run_1/m1.png
Cells faint in the background.
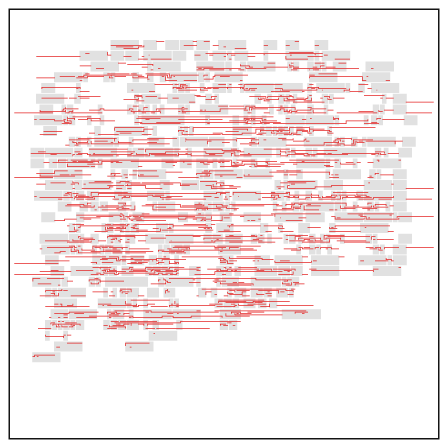
run_1/m2.png
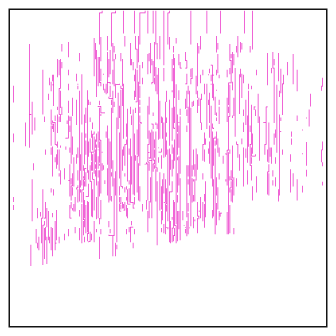
run_1/m3.png
Cells faint in the background.
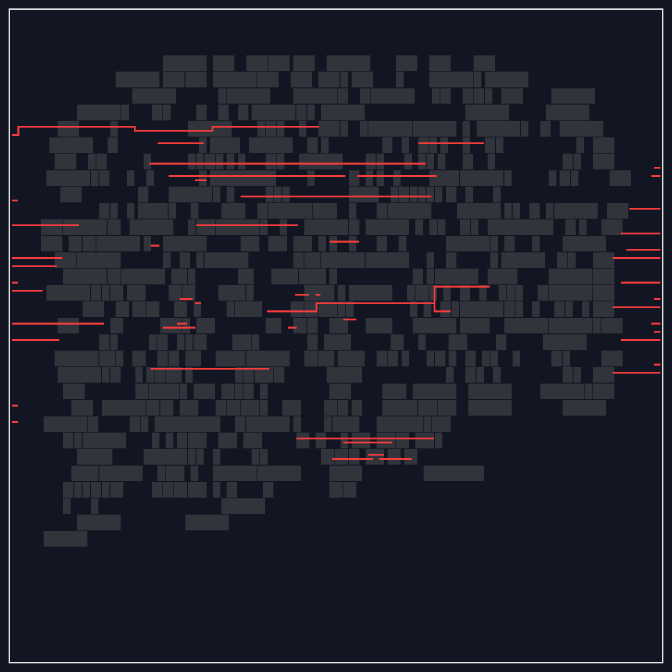
### config.mk
export PLATFORM = sky130hd
export DESIGN_NAME = clk_meter
export DESIGN_NICKNAME = d
export VERILOG_FILES = /design/src/rtl/clk_meter.sv
export SDC_FILE = /design/constraint.sdc
export NUM_CORES = 1
export LEC_CHECK = 0
export CORE_MARGIN = 5
export CORE_UTILIZATION = 35
export DETAILED_ROUTE_END_ITERATION = 12
export GPL_TIMING_DRIVEN = 0
export PLACE_DENSITY = 0.63
export SLEW_MARGIN = 20
export SYNTH_ARGS = -nofsm -noshare
export SYNTH_HDL_FRONTEND = slang
export SYNTH_SLANG_ARGS = --single-unit
### constraint.sdc
create_clock -name clk -period 3.3 [get_ports clk]
set_input_delay 0.66 -clock clk [delete_from_list [all_inputs] [get_ports clk]]
set_output_delay 0.66 -clock clk [all_outputs]
set_load 0.05 [all_outputs]
### src/rtl/clk_meter.sv
// Measures period and high time of a slow square wave in clk cycles and
// reports lock when consecutive periods match the expected value.
module clk_meter #(
    parameter int CNT_W         = 16,
    parameter int SYNC_STAGES   = 2,
    parameter int EXPECT_PERIOD = 4,
    parameter int TOL           = 0,
    parameter int LOCK_COUNT    = 4
) (
    input  logic             clk,
    input  logic             rst,
    input  logic             sig_in,
    input  logic             meas_en,
    output logic [CNT_W-1:0] period,
    output logic [CNT_W-1:0] high_time,
    output logic             valid,
    output logic             lock,
    output logic             overflow,
    output logic             rise_pulse
);

    typedef enum logic [1:0] {
        ST_IDLE      = 2'd0,
        ST_WAIT_RISE = 2'd1,
        ST_MEASURE   = 2'd2
    } state_t;

    localparam logic [CNT_W-1:0] CNT_MAX = {CNT_W{1'b1}};
    localparam logic [CNT_W:0]   EXP_W   = (CNT_W+1)'(EXPECT_PERIOD);
    localparam logic [CNT_W:0]   TOL_W   = (CNT_W+1)'(TOL);
    localparam logic [3:0]       LC      = 4'(LOCK_COUNT);

    state_t                 r_state;
    logic [SYNC_STAGES-1:0] r_sync;
    logic                   r_prev;
    logic [CNT_W-1:0]       r_cnt;
    logic [CNT_W-1:0]       r_high_pending;
    logic [CNT_W-1:0]       r_period;
    logic [CNT_W-1:0]       r_high_time;
    logic [3:0]             r_match_cnt;
    logic                   r_valid;
    logic                   r_lock;
    logic                   r_overflow;
    logic                   r_rise_pulse;

    logic                   w_sync;
    logic                   w_rise;
    logic                   w_fall;
    logic [CNT_W:0]         w_cnt_ext;
    logic [CNT_W:0]         w_diff;
    logic                   w_match;
    logic [3:0]             w_match_inc;

    assign w_sync = r_sync[SYNC_STAGES-1];
    assign w_rise = w_sync & ~r_prev;
    assign w_fall = ~w_sync & r_prev;

    // Deviation taken one bit wider than the counter so it never wraps.
    assign w_cnt_ext   = {1'b0, r_cnt};
    assign w_diff      = (w_cnt_ext >= EXP_W) ? (w_cnt_ext - EXP_W) : (EXP_W - w_cnt_ext);
    assign w_match     = (w_diff <= TOL_W);
    assign w_match_inc = (r_match_cnt >= LC) ? LC : (r_match_cnt + 4'd1);

    always_ff @(posedge clk) begin
        if (rst) begin
            r_sync <= '0;
            r_prev <= 1'b0;
        end else begin
            r_sync <= {r_sync[SYNC_STAGES-2:0], sig_in};
            r_prev <= w_sync;
        end
    end

    always_ff @(posedge clk) begin
        if (rst) begin
            r_state        <= ST_IDLE;
            r_cnt          <= '0;
            r_high_pending <= '0;
            r_period       <= '0;
            r_high_time    <= '0;
            r_match_cnt    <= '0;
            r_valid        <= 1'b0;
            r_lock         <= 1'b0;
            r_overflow     <= 1'b0;
            r_rise_pulse   <= 1'b0;
        end else begin
            r_valid      <= 1'b0;
            r_rise_pulse <= w_rise && (r_state != ST_IDLE);
            if (!meas_en) begin
                // Any partial measurement is dropped; period/high_time are kept.
                r_state     <= ST_IDLE;
                r_cnt       <= '0;
                r_match_cnt <= '0;
                r_lock      <= 1'b0;
                r_overflow  <= 1'b0;
            end else begin
                case (r_state)
                    ST_IDLE: begin
                        r_state <= ST_WAIT_RISE;
                    end
                    ST_WAIT_RISE: begin
                        if (w_rise) begin
                            r_cnt   <= CNT_W'(1);
                            r_state <= ST_MEASURE;
                        end
                    end
                    ST_MEASURE: begin
                        if (w_rise) begin
                            r_period    <= r_cnt;
                            r_high_time <= r_high_pending;
                            r_valid     <= 1'b1;
                            r_cnt       <= CNT_W'(1);
                            if (w_match) begin
                                r_match_cnt <= w_match_inc;
                                r_lock      <= (w_match_inc >= LC);
                            end else begin
                                r_match_cnt <= '0;
                                r_lock      <= 1'b0;
                            end
                        end else if (r_cnt == CNT_MAX) begin
                            r_overflow  <= 1'b1;
                            r_lock      <= 1'b0;
                            r_match_cnt <= '0;
                            r_state     <= ST_WAIT_RISE;
                        end else begin
                            r_cnt <= r_cnt + CNT_W'(1);
                            if (w_fall) begin
                                r_high_pending <= r_cnt;
                            end
                        end
                    end
                    default: begin
                        r_state <= ST_IDLE;
                    end
                endcase
            end
        end
    end

    assign period     = r_period;
    assign high_time  = r_high_time;
    assign valid      = r_valid;
    assign lock       = r_lock;
    assign overflow   = r_overflow;
    assign rise_pulse = r_rise_pulse;

endmodule

==> flow_summary.yaml, run 1 <==
# generated from flow reports
setup_path:
  endpoint: "r_match_cnt[0]$_SDFFE_PP0P_"
  reg2reg_slack_ps: 670
  cp_slowest_cell: "or4b_1"
  arrival_ps: 2890
  r2r_cells: 8
  path_class: "flip-flop to flip-flop"
  cp_slowest_stage_delay_ps: 480
  crit_family: "AND-OR/OR-AND gates"
  r2r_end: "r_match_cnt[0]$_SDFFE_PP0P_"
  cp-end-kind: "flip-flop"
  start_kind: "flip-flop"
  cp.depth: 8
  r2r-start: "r_cnt[2]$_SDFFE_PP0P_"
  crit_chain: "inv_1, ha_1, or4b_1, a211oi_1, o2111ai_1, a211oi_2, o2111ai_2, o41ai_2"
  cp-startpoint: "r_cnt[2]$_SDFFE_PP0P_"
  worstPathRequired_ps: 3560
placed_design:
  placed_cells: 583
  post-place-ws_ps: 618
  globalplace.congestion: 0.858
  place_area_mm2: 0.00391
layout:
  buf_share_pct: 12.6
  n_antenna_cell: 0
  largest_class: "combinational gates"
  n_fill_cell: 946
  seq_cells: 77
  clock_cell_area_share_pct: 5.70
  comb_area_share_pct: 40.2
  area_delta_synth_final_pct: 23.1
  layout-drive-gt1-share_pct: 8.32
  clkbuf_count: 9
  fin_util_pct: 44.5
  buffers: 70
  stdcell_count: 598
  seq_share_pct: 37.2
  lay_top_count: "nand2_1"
  regArea_mm2: 0.00154
  final_area_mm2: 0.00415
cts:
  cts_made_buffers: 9
  htree_num_levels: 3
  cts_sinks: 77
  clockBufferDepth: 2
  clk_latency_ps: 350
  post_cts_buffers: 0
  cts_tree: "done"
  ctsHoldBuffers: 0
  cts_resized: 0
timing:
  skew_ps: 5.77
  slew_headroom_pct: 60.7
  finalSetupViolCount: 0
  rsz0062_at_grt: "false"
  final_hold_viol_count: 0
  min_period_over_period_pct: 79.8
  tightest_slew_ps: 590
  slew_violations: 0
  fmax_ghz: 0.380
grt:
  grt_pass1_vias: 2834
  grt_max_degree: 14
  grt-ovfl-total: 0
  track_usage_pct: 15.2
  grt_antenna_before_repair: 0
  grt_pass1_wl_mm: 14.0
die:
  die_h_um: 108
  rows: 35
  tap_cells: 129
  chip_area_mm2: 0.0117
hold_path:
  worstHoldStart: "r_sync[0]$_SDFF_PP0_"
  hp-class: "flip-flop to flip-flop"
  hold_depth: 1
yosys:
  common_cells: "nand2_1 (110), dfxtp_1 (77), a21oi_1 (54), nor2_1 (30), clkbuf_1 (23)"
  top_cell: "nand2_1"
  flop_cell: "dfxtp_1"
  ys_area_mm2: 0.00337
  synth.net_count: 427
  topCellsByArea: "dfxtp_1 (46%), nand2_1 (12%), a21oi_1 (8.0%)"
  synthDistinctLibCells: 49
  synth_area_mm2: 0.00337
  syn_area_per_cell_um2: 8.10
  yosys.area.top_type: "dfxtp_1"
  yosysTopAreaCellShare_pct: 45.8
  synth_seq_share_pct: 45.8
  synth_cells: 416
detailed_routing:
  routed_via_density: 4.98
  wl_per_cell_um: 14.5
  drt-pass1-iter-count: 4
  final_antenna_net_count: 0
  drc_errors: 0
run_status:
  outcome: "completed"
flow_run:
  warnings: 30
pwr:
  ir_drop_v: 0.000253
  power_density_mw_per_mm2: 437
  power_uw: 1810
  leakage_uw: 0.00144
About m1.png:
share of all routed wire	46%
main direction	horizontal
final wirelength: 8.65 mm
GRT met1 Usage: 20.0%

About m2.png:
longest straight run	47.8 µm
share of all routed wire	47%
vias post-DR: 2979
GR Util met2: 24.9%

About m3.png:
wire length on this layer	450 µm
share of all routed wire	5.2%

[run 1: power by group]
group          switching [µW]  internal [µW]  leakage [µW]
combinational            24.5           9.32      0.000697
sequential               1.87            931      0.000621
clock                     348            499      0.000119
total                     375           1440       0.00144
[run 1: cell families (layout without fill, tap and decap cells)]
kind of cell,after synthesis,count (layout),share of synthesized area (%)
flops,77,77,45.8
buf+inv,36,89,4.72
simple gates,192,192,26.6
compound gates,91,91,17.0
fa+ha+maj,7,7,2.60
xor+xnor,13,13,3.38
[run 1: metal layers]
metal,vias up,part of all wire [%],track usage (%)
met4,0,0.96,4.06
met2,70,47,24.9
li1,1502,-,-
met3,10,5.2,3.82
met1,1397,46,20.0
met5,-,0,0
run_1/congestion_map.png
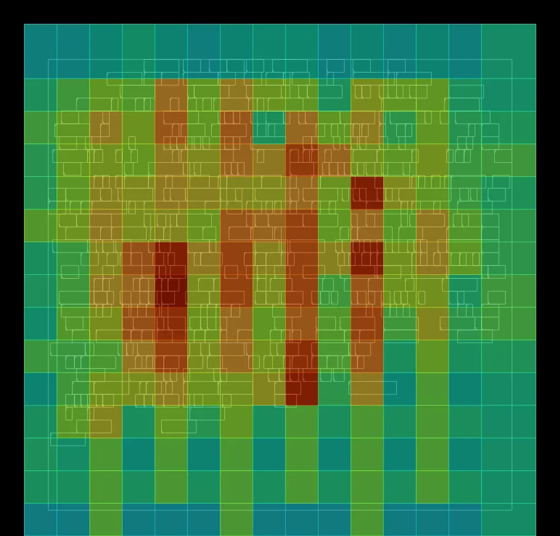

==> run 2: changes to the inputs <==
Clock period 3.3 ns to 2.43 ns, I/O delays scaled along.
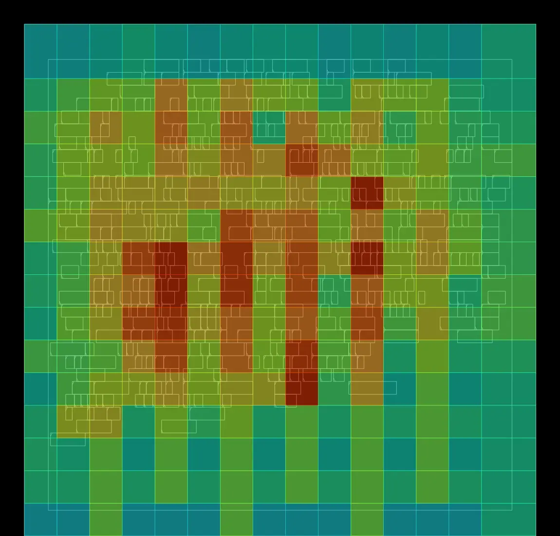
run_2/congestion_map.png
GRT met1 Usage: 19.9%
GR Util All Layers: 15.2%
WL per Instance: 14.5 µm
GR Util met3: 3.76%
GRT Max-Usage Layer: met2

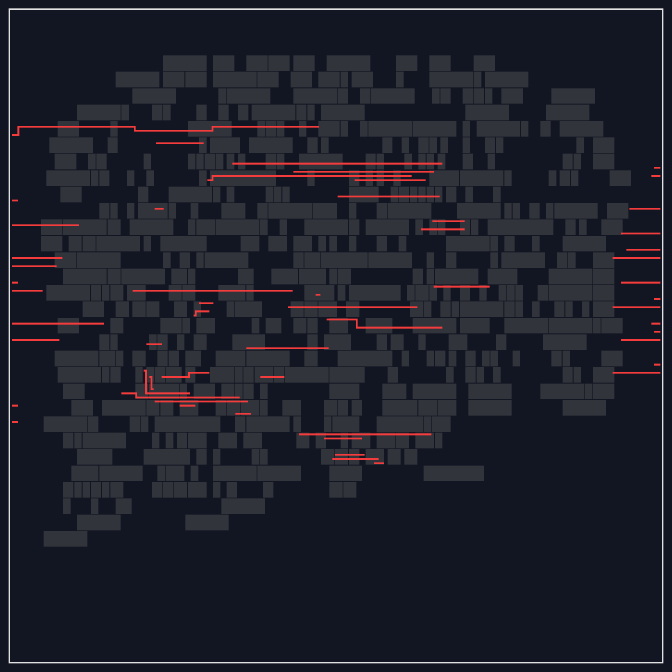
run_2/m3.png
Cells faint in the background.
share of all routed wire	5.9%
main direction	horizontal
longest straight run	34.5 µm
wire length on this layer	511 µm

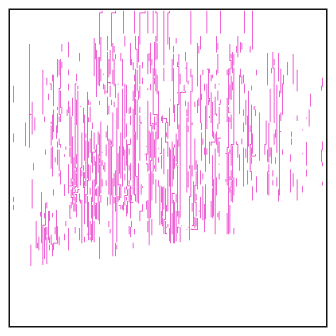
run_2/m2.png
wire length on this layer	4040 µm
main direction	vertical
share of all routed wire	47%
nets with wire on the layer	380
final wirelength: 8.68 mm
GR Util met2: 25.1%
vias post-DR: 2969

==> flow_summary.yaml, run 2 <==
# generated from flow reports
run_status:
  outcome: "completed"
cts:
  clk_latency_ps: 350
  cts_sinks: 77
  clk_pin_slew_ps: 70
  clockBufferDepth: 2
  cts_tree: "done"
  ctsHoldBuffers: 0
  cts_resized: 4
  htree_num_levels: 3
  post_cts_buffers: 0
  cts_made_buffers: 9
layout:
  n_fill_cell: 941
  lay_top_count: "nand2_1"
  final_area_mm2: 0.00421
  seq_cells: 77
  clock_cell_area_share_pct: 5.62
  seq_share_pct: 36.8
  buf_share_pct: 12.6
  fin_util_pct: 45.1
  regArea_mm2: 0.00155
  largest_class: "combinational gates"
  n_antenna_cell: 0
  buffers: 70
  area_delta_synth_final_pct: 25.0
  layout-drive-gt1-share_pct: 11.5
  stdcell_count: 598
  comb_area_share_pct: 40.7
  clkbuf_count: 9
  n_all_inverters: 4
setup_path:
  r2r_end: "r_match_cnt[0]$_SDFFE_PP0P_"
  cp_slowest_stage_delay_ps: 630
  path_class: "flip-flop to flip-flop"
  cp_slowest_cell: "or4_4"
  worstPathRequired_ps: 2690
  start_kind: "flip-flop"
  cp-end-kind: "flip-flop"
  crit_chain: "or4_4, nor3_4, nand2_2, a2111oi_4, o2111ai_2, o41ai_2"
  cp-startpoint: "r_cnt[8]$_SDFFE_PP0P_"
  r2r_cells: 6
  endpoint: "r_match_cnt[0]$_SDFFE_PP0P_"
  r2r-start: "r_cnt[8]$_SDFFE_PP0P_"
  arrival_ps: 2600
  reg2reg_slack_ps: 80
  crit_fanout: 8
timing:
  min_period_over_period_pct: 96.6
  final_hold_viol_count: 0
  slew_headroom_pct: 59.5
  whs_ps: 447
  skew_ps: 5.65
  finalSetupViolCount: 0
  slew_violations: 0
  fmax_ghz: 0.426
  tightest_slew_ps: 608
die:
  die_x_um: 108
  tap_cells: 129
  die_h_um: 108
  rows: 35
  chip_area_mm2: 0.0117
  initial_utilization_pct: 36.1
placed_design:
  place_area_mm2: 0.00391
  port_buffers: 38
  globalplace.congestion: 0.858
  post-place-ws_ps: -151
  placed_cells: 583
pwr:
  power_density_mw_per_mm2: 585
  swShare_pct: 20.6
  power.share.sequential_pct: 51.4
  power_uw: 2460
  powerSeq_uw: 1270
  power.switching_uw: 508
  p_clk_uw: 1150
  combinationalPowerShare_pct: 1.9
  powerComb_uw: 46.5
  power.group.top: "sequential cells"
  ir_drop_v: 0.000343
  p_int_uw: 1950
  leakage_uw: 0.00145
  p_clk_share_pct: 46.7
detailed_routing:
  final_antenna_net_count: 0
  drc_errors: 0
  top_layer: "met4"
  drt-pass1-iter-count: 6
  dr_wl_met2_mm: 4.04
  routed_via_density: 4.96
  wl_met1_mm: 4.01
  wl_met3_um: 510
yosys:
  flop_cell: "dfxtp_1"
  async_reset_ff_share_pct: 0
  yosys_register_bits: 77
  common_cells: "nand2_1 (110), dfxtp_1 (77), a21oi_1 (54), nor2_1 (30), clkbuf_1 (23)"
  top_cell: "nand2_1"
  syn_area_per_cell_um2: 8.10
  synth_area_mm2: 0.00337
  yosysTopAreaCellShare_pct: 45.8
  synthDistinctLibCells: 49
  ys_area_mm2: 0.00337
  synth_cells: 416
  synth_seq_share_pct: 45.8
  topCellsByArea: "dfxtp_1 (46%), nand2_1 (12%), a21oi_1 (8.0%)"
  yosys.area.top_type: "dfxtp_1"
  synth.net_count: 427
grt:
  grt-ovfl-total: 0
  grt_antenna_before_repair: 0
  grt_pass1_wl_mm: 14.0
  grt_max_degree: 14
  grt_pass1_vias: 2840
hold_path:
  worstHoldStart: "lock$_SDFFE_PP0P_"
  hp-class: "flip-flop to flip-flop"
  whs_endpoint: "lock$_SDFFE_PP0P_"
  hold_depth: 2
flow_run:
  warnings: 30
run 2: netlist changes by cell type in the layout (fill, tap and decap cells not counted), sizes merged:
cell,delta
buf,+1
clkbuf,-1
run 2: cell families (layout without fill, tap and decap cells):
| logic type | after synthesis | in the layout | share of synthesized area, % |
|---|---|---|---|
| flip-flops | 77 | 77 | 45.8 |
| XOR/XNOR | 13 | 13 | 3.38 |
| AND/OR/NAND/NOR | 192 | 192 | 26.6 |
| adder cells (fa/ha/maj) | 7 | 7 | 2.60 |
| AND-OR/OR-AND | 91 | 91 | 17.0 |
| buffers and inverters | 36 | 89 | 4.72 |
run 2: worst max-delay path: cells and delay by family, from the launching register on:
kind               cells  cell delay (ps)
AOI/OAI and AO/OA      3              890
DFF                    1              430
and+or+nand+nor        3              940
==> run 3: changes to the inputs <==
Settings changed: CTS_CLUSTER_SIZE set to 24.
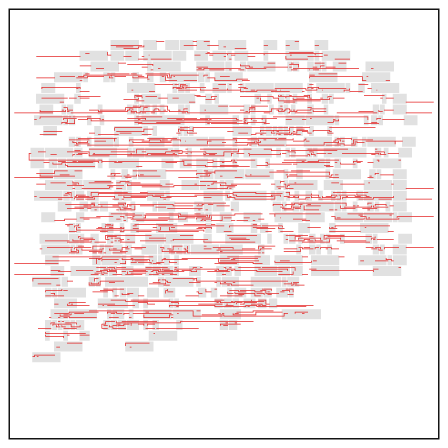
run_3/m1.png
Cells faint in the background.
wire length on this layer	4010 µm
nets with wire on the layer	442
main direction	horizontal
share of all routed wire	46%
longest straight run	40.5 µm

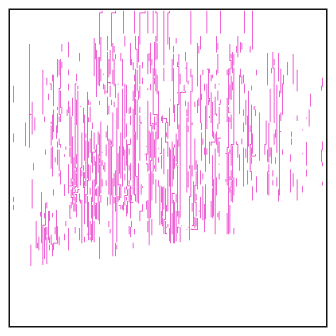
run_3/m2.png
share of all routed wire	47%
wire length on this layer	4040 µm
nets with wire on the layer	380
main direction	vertical

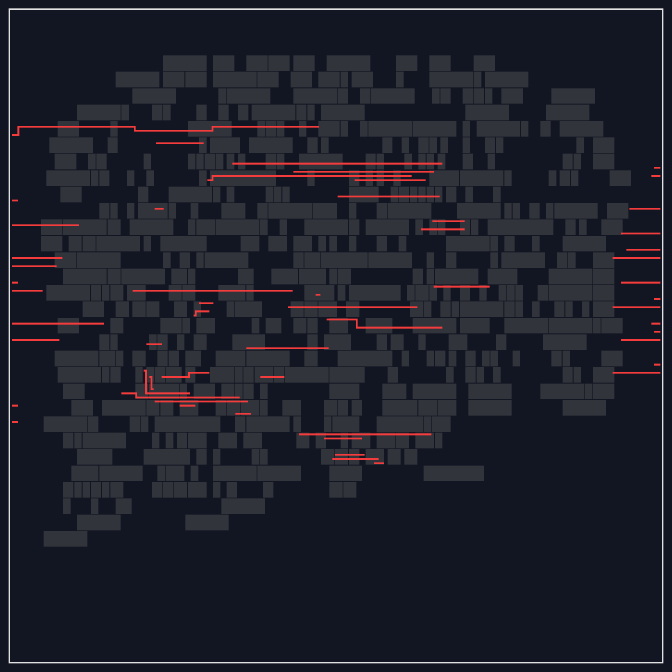
run_3/m3.png
Cells faint in the background.
share of all routed wire	5.9%
nets with wire on the layer	46
main direction	horizontal
wire length on this layer	511 µm

==> flow_summary.yaml, run 3 <==
# generated from flow reports
yosys:
  synth_cells: 416
  common_cells: "nand2_1 (110), dfxtp_1 (77), a21oi_1 (54), nor2_1 (30), clkbuf_1 (23)"
  yosys_register_bits: 77
  yosys.area.top_type: "dfxtp_1"
  syn_area_per_cell_um2: 8.10
  synth.net_count: 427
  async_reset_ff_share_pct: 0
  synth_seq_share_pct: 45.8
  top_cell: "nand2_1"
  topCellsByArea: "dfxtp_1 (46%), nand2_1 (12%), a21oi_1 (8.0%)"
  ys_area_mm2: 0.00337
  yosysTopAreaCellShare_pct: 45.8
  flop_cell: "dfxtp_1"
setup_path:
  arrival_ps: 2600
  cp-end-kind: "flip-flop"
  cp.depth: 6
  r2r_end: "r_match_cnt[0]$_SDFFE_PP0P_"
  reg2reg_slack_ps: 80
  crit_fanout: 8
  critPathBufInv: 0
  path_class: "flip-flop to flip-flop"
  crit_chain: "or4_4, nor3_4, nand2_2, a2111oi_4, o2111ai_2, o41ai_2"
  cp-startpoint: "r_cnt[8]$_SDFFE_PP0P_"
  cp_slowest_cell: "or4_4"
  crit_family: "simple AND/OR/NAND/NOR gates"
  cp_slowest_stage_delay_ps: 630
pwr:
  power.switching_uw: 508
  power_uw: 2460
  p_clk_share_pct: 46.7
  power_density_mw_per_mm2: 585
  p_int_uw: 1950
  ir_drop_v: 0.000343
  powerComb_uw: 46.5
  powerSeq_uw: 1270
  swShare_pct: 20.6
  power.share.sequential_pct: 51.4
  combinationalPowerShare_pct: 1.9
die:
  die_h_um: 108
  die_x_um: 108
  initial_utilization_pct: 36.1
  rows: 35
  core_area_mm2: 0.00933
  chip_area_mm2: 0.0117
cts:
  ctsHoldBuffers: 0
  cts_resized: 4
  cts_sinks: 77
  cts_made_buffers: 9
  post_cts_buffers: 0
  htree_num_levels: 3
  clk_pin_slew_ps: 70
  clockBufferDepth: 2
hold_path:
  worstHoldStart: "lock$_SDFFE_PP0P_"
  hold_depth: 2
  whs_endpoint: "lock$_SDFFE_PP0P_"
  hp-class: "flip-flop to flip-flop"
detailed_routing:
  drt-pass1-iter-count: 6
  vias: 2969
  routed_via_density: 4.96
  wirelength_mm: 8.68
  wl_per_cell_um: 14.5
  final_antenna_net_count: 0
timing:
  skew_ps: 5.65
  whs_ps: 447
  fmax_ghz: 0.426
  min_period_over_period_pct: 96.6
  tightest_slew_ps: 608
  slew_headroom_pct: 59.5
  finalSetupViolCount: 0
grt:
  track_usage_pct: 15.2
  grt_pass1_vias: 2840
  grt_antenna_before_repair: 0
  grt_pass1_wl_mm: 14.0
  grt-ovfl-total: 0
  grt_max_degree: 14
run_status:
  outcome: "completed"
layout:
  stdcell_count: 598
  fin_util_pct: 45.1
  n_antenna_cell: 0
  n_fill_cell: 941
  final_area_mm2: 0.00421
  lay_top_count: "nand2_1"
  area_delta_synth_final_pct: 25.0
  layout-drive-gt1-share_pct: 11.5
placed_design:
  globalplace.congestion: 0.858
  post-place-ws_ps: -151
## run 3: kinds of logic after synthesis
kind of cell	after synthesis	synth area share, %
compound gates	91	17.0
xor+xnor	13	3.38
fa+ha+maj	7	2.60
buf+inv	36	4.72
flops	77	45.8
simple gates	192	26.6
## run 3: area by class of cell
type                       instances  area, µm²  area share, %
buffer                            31        143           3.39
sequential                        77       1550           36.8
timing repair buffer              39        388           9.21
clock inverter                     6        113           2.67
clock buffer                       9        124           2.94
inverter                           4       20.0          0.475
tap                              129        161           3.83
multi-input combinational        303       1710           40.7
## run 3: per-layer routing
metal,track usage (%),up-vias,share of wire (%)
met3,3.76,11,5.9
met4,3.97,0,1.3
met2,25.1,84,47
met1,19.9,1372,46
met5,0,-,0
li1,-,1502,-
No activity file was given, so power comes from the tool's default toggle rates.
